## src/rtl/decode_timing.sv

```systemverilog
// rtl/decode_timing.sv - instruction timing sequencer: one-hot T-state, IR, SYNC, READY stall, interrupts
module decode_timing #(
    parameter int T_STATES = 7,
    parameter int IR_W = 8,
    parameter logic [IR_W-1:0] BRK_OP = '0
) (
    input  logic                i_clk,
    input  logic                i_rst_n,
    input  logic [IR_W-1:0]     i_din,
    input  logic                i_ready,
    input  logic                i_rw,
    input  logic [T_STATES-1:0] i_tlast,
    input  logic                i_tskip,
    input  logic                i_nmi,
    input  logic                i_irq,
    input  logic                i_irq_mask,
    output logic [T_STATES-1:0] o_t,
    output logic [IR_W-1:0]     o_ir,
    output logic [IR_W-1:0]     o_op,
    output logic                o_sync,
    output logic                o_int_seq,
    output logic [1:0]          o_int_vec,
    output logic                o_t_err
);

    localparam logic [T_STATES-1:0] T0 = T_STATES'(1);
    localparam logic [T_STATES-1:0] T1 = T_STATES'(2);

    logic                nmi_q;
    logic                nmi_pend;
    logic                adv;
    logic                take;
    logic                fetch;
    logic                overflow;
    logic [T_STATES-1:0] t_next;
    logic [IR_W-1:0]     ir_next;
    logic                sync_next;
    logic                int_seq_next;
    logic [1:0]          int_vec_next;
    logic                t_err_next;
    logic                nmi_pend_next;

    assign adv      = i_ready | ~i_rw;
    assign take     = nmi_pend | (i_irq & ~i_irq_mask);
    assign fetch    = adv & o_sync;
    assign overflow = o_t[T_STATES-1] | (i_tskip & o_t[T_STATES-2]);
    assign o_op     = o_sync ? (take ? BRK_OP : i_din) : o_ir;

    always_comb begin
        t_next       = o_t;
        sync_next    = o_sync;
        t_err_next   = 1'b0;
        ir_next      = o_ir;
        int_seq_next = o_int_seq;
        int_vec_next = o_int_vec;
        if (adv) begin
            sync_next = 1'b0;
            if (o_t == i_tlast) begin
                t_next    = T0;
                sync_next = 1'b1;
            end else if (overflow) begin
                t_next     = T0;
                sync_next  = 1'b1;
                t_err_next = 1'b1;
            end else if (i_tskip) begin
                t_next = o_t << 2;
            end else begin
                t_next = o_t << 1;
            end
        end
        if (fetch) begin
            if (take) begin
                ir_next      = BRK_OP;
                int_seq_next = 1'b1;
                int_vec_next = nmi_pend ? 2'd1 : 2'd0;
            end else begin
                ir_next      = i_din;
                int_seq_next = 1'b0;
                int_vec_next = 2'd0;
            end
        end
        // a fresh edge arriving on the fetch that consumes nmi_pend stays pending
        nmi_pend_next = (nmi_pend & ~fetch) | (i_nmi & ~nmi_q);
    end

    always_ff @(posedge i_clk or negedge i_rst_n) begin
        if (!i_rst_n) begin
            o_t       <= T1;
            o_ir      <= BRK_OP;
            o_sync    <= 1'b0;
            o_int_seq <= 1'b1;
            o_int_vec <= 2'd2;
            o_t_err   <= 1'b0;
            nmi_q     <= 1'b0;
            nmi_pend  <= 1'b0;
        end else begin
            o_t       <= t_next;
            o_ir      <= ir_next;
            o_sync    <= sync_next;
            o_int_seq <= int_seq_next;
            o_int_vec <= int_vec_next;
            o_t_err   <= t_err_next;
            nmi_q     <= i_nmi;
            nmi_pend  <= nmi_pend_next;
        end
    end

endmodule

```

## config.mk

```make
export PLATFORM = sky130hd
export DESIGN_NAME = decode_timing
export DESIGN_NICKNAME = d
export VERILOG_FILES = /design/src/rtl/decode_timing.sv
export SDC_FILE = /design/constraint.sdc
export NUM_CORES = 1
export LEC_CHECK = 0
export CAP_MARGIN = 20
export CORE_ASPECT_RATIO = 1.25
export CORE_MARGIN = 5
export CORE_UTILIZATION = 36
export CTS_CLUSTER_DIAMETER = 120
export DETAILED_ROUTE_END_ITERATION = 12
export GPL_TIMING_DRIVEN = 0
export HOLD_SLACK_MARGIN = 0.05
export PLACE_DENSITY = 0.74
export SETUP_SLACK_MARGIN = 0.4
export SLEW_MARGIN = 20
export SYNTH_ARGS = -nofsm -noshare
export SYNTH_HDL_FRONTEND = slang
export SYNTH_SLANG_ARGS = --single-unit
```

## constraint.sdc

```tcl
create_clock -name i_clk -period 1.6 [get_ports i_clk]
set_input_delay 0.4 -clock i_clk [delete_from_list [all_inputs] [get_ports i_clk]]
set_output_delay 0.4 -clock i_clk [all_outputs]
set_load 0.01 [all_outputs]
```

### Zoomed window

Window x 34 to 54, y 8 to 28 um. Cells in gray, sequential cells in the stronger gray; small squares are vias.
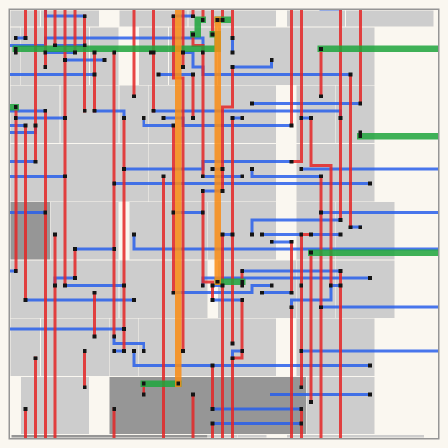
| color | layer |
|---|---|
| green | metal 3 |
| blue | metal 1 |
| red | metal 2 |
| orange | metal 4 |
most frequent: buf_2 (4), buf_4 (4)
sequential cells in the window: 1
netlist names of flops here include: `o_ir` (1)
cells with their middle in the window: 31

### Track usage over the die

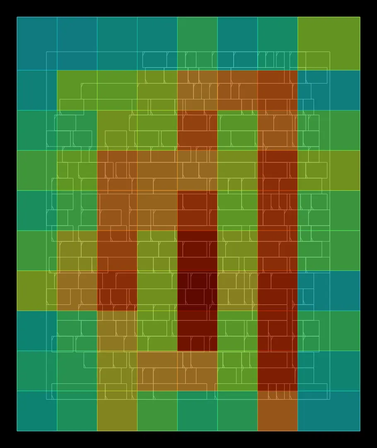
GR Layer Usage met2: 33.7%
busiest metal layer after global routing: met2
routed length per placed instance: 17.1 um

### Wiring by layer

(6 px per um)
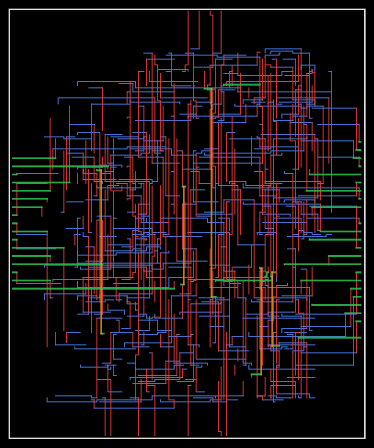
| color | layer | wire length |
|---|---|---|
| green | metal 3 | 243 um |
| blue | metal 1 | 1640 um |
| red | metal 2 | 2230 um |
| orange | metal 4 | 108 um |

==> deck_impl_summary.md <==
Implementation Results

Status
  • Result of the run: finished with violations
  • Violated checks: setup timing

Cells and area
  • Highest-count logic cell in the final layout: sky130_fd_sc_hd__buf_6
  • Logic area: 711 um2
  • Ant diodes: 0
  • Layout area overhead: 117%
  • Number of fill cells: 164
  • Net count of the finished layout: 235
  • Sequential cell area in the final layout: 533 um2
  • Top Layout Cells: sky130_fd_sc_hd__buf_6 (23), sky130_fd_sc_hd__buf_4 (21), sky130_fd_sc_hd__clkdlybuf4s50_1 (18), sky130_fd_sc_hd__buf_2 (18), sky130_fd_sc_hd__dfrtp_1 (15)
  • Fraction of final layout cells sized beyond drive strength 1: 59.7%
  • Final cell utilization of the core: 80.4%

Clock network
  • Number of H-tree levels: 1
  • Post-cts hold-fix buffer tally: 0
  • # Post-CTS Setup Buffers: 25
  • Clock-pin transition on the worst setup and hold timing paths: 120 ps
  • Clock net sink count: 21
  • Clk_lat worst skew: 300 ps
  • CTS tree: built
  • Post-CTS Resized: 145
  • Clock Tree Buf Depth: 2
  • Number of buffers added by the clock tree synthesis step: 3

Setup path
  • Cell type of the slowest stage on the worst timing path: sky130_fd_sc_hd__dfrtp_1
  • Arrival time reported for the critical path endpoint: 1470 ps
  • Beginning of the worst register-to-register path: o_sync
  • Combined buffer and inverter count along the critical path: 3
  • Endpoint of the worst-slack reg-to-reg timing path: o_t[3]
  • Worst reg2reg setup slack: -90 ps
  • Depth of the worst register-to-register path: 6
  • Worst path required time: 1200 ps
  • Critical path's largest stage delay: 430 ps
  • Cell breakdown of the critical path: a21oi_4 > buf_8 > buf_6 > nand3_2 > o21ai_1 > buf_2
  • Category of cells accounting for the largest share of critical-path delay: flip-flops
  • Startpoint class of the critical path: flop
  • Crit path capture type: primary output
  • Type of the worst setup path: reg -> out

Final timing
  • Unrepaired setup endpoints after global routing: true
  • Worst-case headroom to the max-slew limit: 37.3%
  • Setup WS post-layout: -268 ps
  • Crit path time final: 1870 ps
  • Slew @ Worst Pin: 940 ps
  • Count of endpoints failing hold in the final timing report: 0
  • Final number of setup-violating endpoints: 17
  • Worst Skew: 3.16 ps
  • Number of max-slew violations in the final report: 0
  • Final Cycle Share: 117%
  • FMAX: 535 MHz

Floorplan
  • Floorplan-stage core utilization: 37.0%
  • Die Outline Area: 4210 um2
  • Horizontal die dimension: 59.0 um
  • Number of placed I/O pins: 51
  • Core outline area: 2920 um2
  • Standard-cell rows: 22

Pwr
  • Combinational cell fraction of total power: 71.2%
  • Reg power frac: 22.8%
  • Cell area power density: 1850 nW/um2
  • Power in sequential cells: 0.989 mW
  • Power in the clock group: 0.261 mW
  • Proportion of power drawn by the clock network: 6.0%
  • Internal power contribution: 2.64 mW
  • Proportion of total power due to net switching: 39.2%
  • Leakage power: 1.10 nW
  • Power attributed to combinational cells: 3.09 mW
  • Sw power: 1.70 mW
  • Worst-case vdd ir drop: 1260 uV
  • Biggest consumer: combinational logic

Synthesis
  • Total cell area reported by yosys after synthesis: 1080 um2
  • Top-area cell share: 41.7%
  • Biggest combinational cell group after synthesis: simple AND/OR/NAND/NOR gates
  • Number of enable-type register cells in the synthesized netlist: 0
  • Most used flip-flop cell: sky130_fd_sc_hd__dfrtp_1
  • Synthesized-area fraction occupied by and/or/nand/nor cells: 17.1%
  • Cell area leaders: sky130_fd_sc_hd__dfrtp_1 (42%), sky130_fd_sc_hd__o21ai_1 (8.3%), sky130_fd_sc_hd__dfstp_2 (7.3%), sky130_fd_sc_hd__nand2_1 (6.6%), sky130_fd_sc_hd__mux2_1 (5.2%)
  • Gate count of the mapped netlist: 117
  • Complex-gate fraction of the synthesized area: 15.4%
  • Number of nets in the synthesized netlist: 140
  • # Cells Yosys: 117
  • Cell types with the highest counts after synthesis: sky130_fd_sc_hd__nand2_1 (19), sky130_fd_sc_hd__dfrtp_1 (18), sky130_fd_sc_hd__o21ai_1 (18)
  • Count of unique library cells instantiated by Yosys: 25
  • Total of flip-flops plus latches after synthesis: 21
  • Yosys top cell by area: sky130_fd_sc_hd__dfrtp_1
  • Area of the mapped netlist: 1080 um2
  • Mux cell area share after synthesis: 6.13%
  • YS warnings: 0
  • Post-synth ARST share: 100%
  • Most used standard cell by instance count after synthesis: sky130_fd_sc_hd__nand2_1
  • Synthesized area per cell: 9.24 um2
  • Fraction of the yosys area taken by sequential cells: 49.0%
  • Post-synthesis share of cell area spent on full adders, half adders and majority gates: 0%
  • Area share of xor/xnor cells in the synthesized design: 5.67%

Flow run
  • Max cap viols: 0
  • Number of warnings in the stage logs: 29

Drt
  • Remaining antenna violation count after routing: 0
  • Initial DRC Count: 56
  • Vias per cell: 5.26
  • Total length of routed wires: 4.22 mm
  • Drt drc: 0
  • Total number of vias: 1300
  • Iteration tally of the first detailed-router pass: 4

Global route
  • Antenna violations before repair: 0
  • Overflow after GRT: 0
  • Total track usage: 18.4%
  • Via count of the first global-routing pass: 1305
  • Pin count of the biggest net entering global routing: 22
  • Wire length of the first global-routing pass: 6.05 mm

Worst hold path
  • Hold Path Class: in -> async

Placed design
  • HPWL after detailed placement: 2.27 mm
  • Number of buffers added on ports: 49
  • Gpl congestion: 0.763
==> worst max path at each step <==
stage,from,end,slack (ps),cells after the start
after CTS,o_sync,o_op[3],-230,6
after global placement,i_irq_mask,o_op[0],-930,7
after floorplan,o_sync,o_t[2],140,4
after global routing,nmi_pend,o_op[0],-350,6
final,nmi_pend,o_op[0],-270,6
after detailed placement,i_irq_mask,o_op[0],-930,7
==> kinds of logic after synthesis <==
logic type / count (synthesis)
compound gates: 27
mux: 6
simple gates: 38
xor+xnor: 7
buf+inv: 18
flops: 21
==> layout make-up <==
type,instances,share of cell area [%]
inverters,10,1.81
clock buffers,4,1.12
multi-input cells,78,30.3
well taps,36,1.92
plain buffers,8,4.91
repair buffers,90,37.2
flip-flops and latches,21,22.7
==> sequential cells by signal, summed over array words and instances, names as in the netlist <==
| name | flops |
|---|---|
| o_sync | 1 |
| nmi_q | 1 |
| o_t | 6 |
| o_ir | 8 |
| o_int_seq | 1 |
| o_int_vec | 2 |
| o_t_err | 1 |
| nmi_pend | 1 |
==> per-layer routing <==
metal | wire [um] | global-route usage [%] | share of wire [%] | vias to the layer above
met1 | 1640 | 20.8 | 39 | 647
met2 | 2230 | 33.7 | 53 | 56
li1 | - | - | - | 587
met3 | 242 | 3.96 | 5.7 | 10
met5 | 0 | 0 | 0 | -
met4 | 108 | 5.29 | 2.6 | 0
==> through the flow <==
stage / total power, mW / std cells / instance area, um2 / setup slack, ps / setup TNS [ps]
finish: 4.34 / 247 / 2340 / -268 / -2430
global route: 4.62 / 247 / 2340 / -354 / -3860
global placement: 2.81 / 202 / 1760 / -927 / -10980
CTS: 3.63 / 231 / 2040 / -226 / -1730
detailed placement: 2.86 / 202 / 1760 / -931 / -11660
floorplan: 1.97 / 117 / 1230 / 135 / 0
Power and IR drop assume default switching activity.
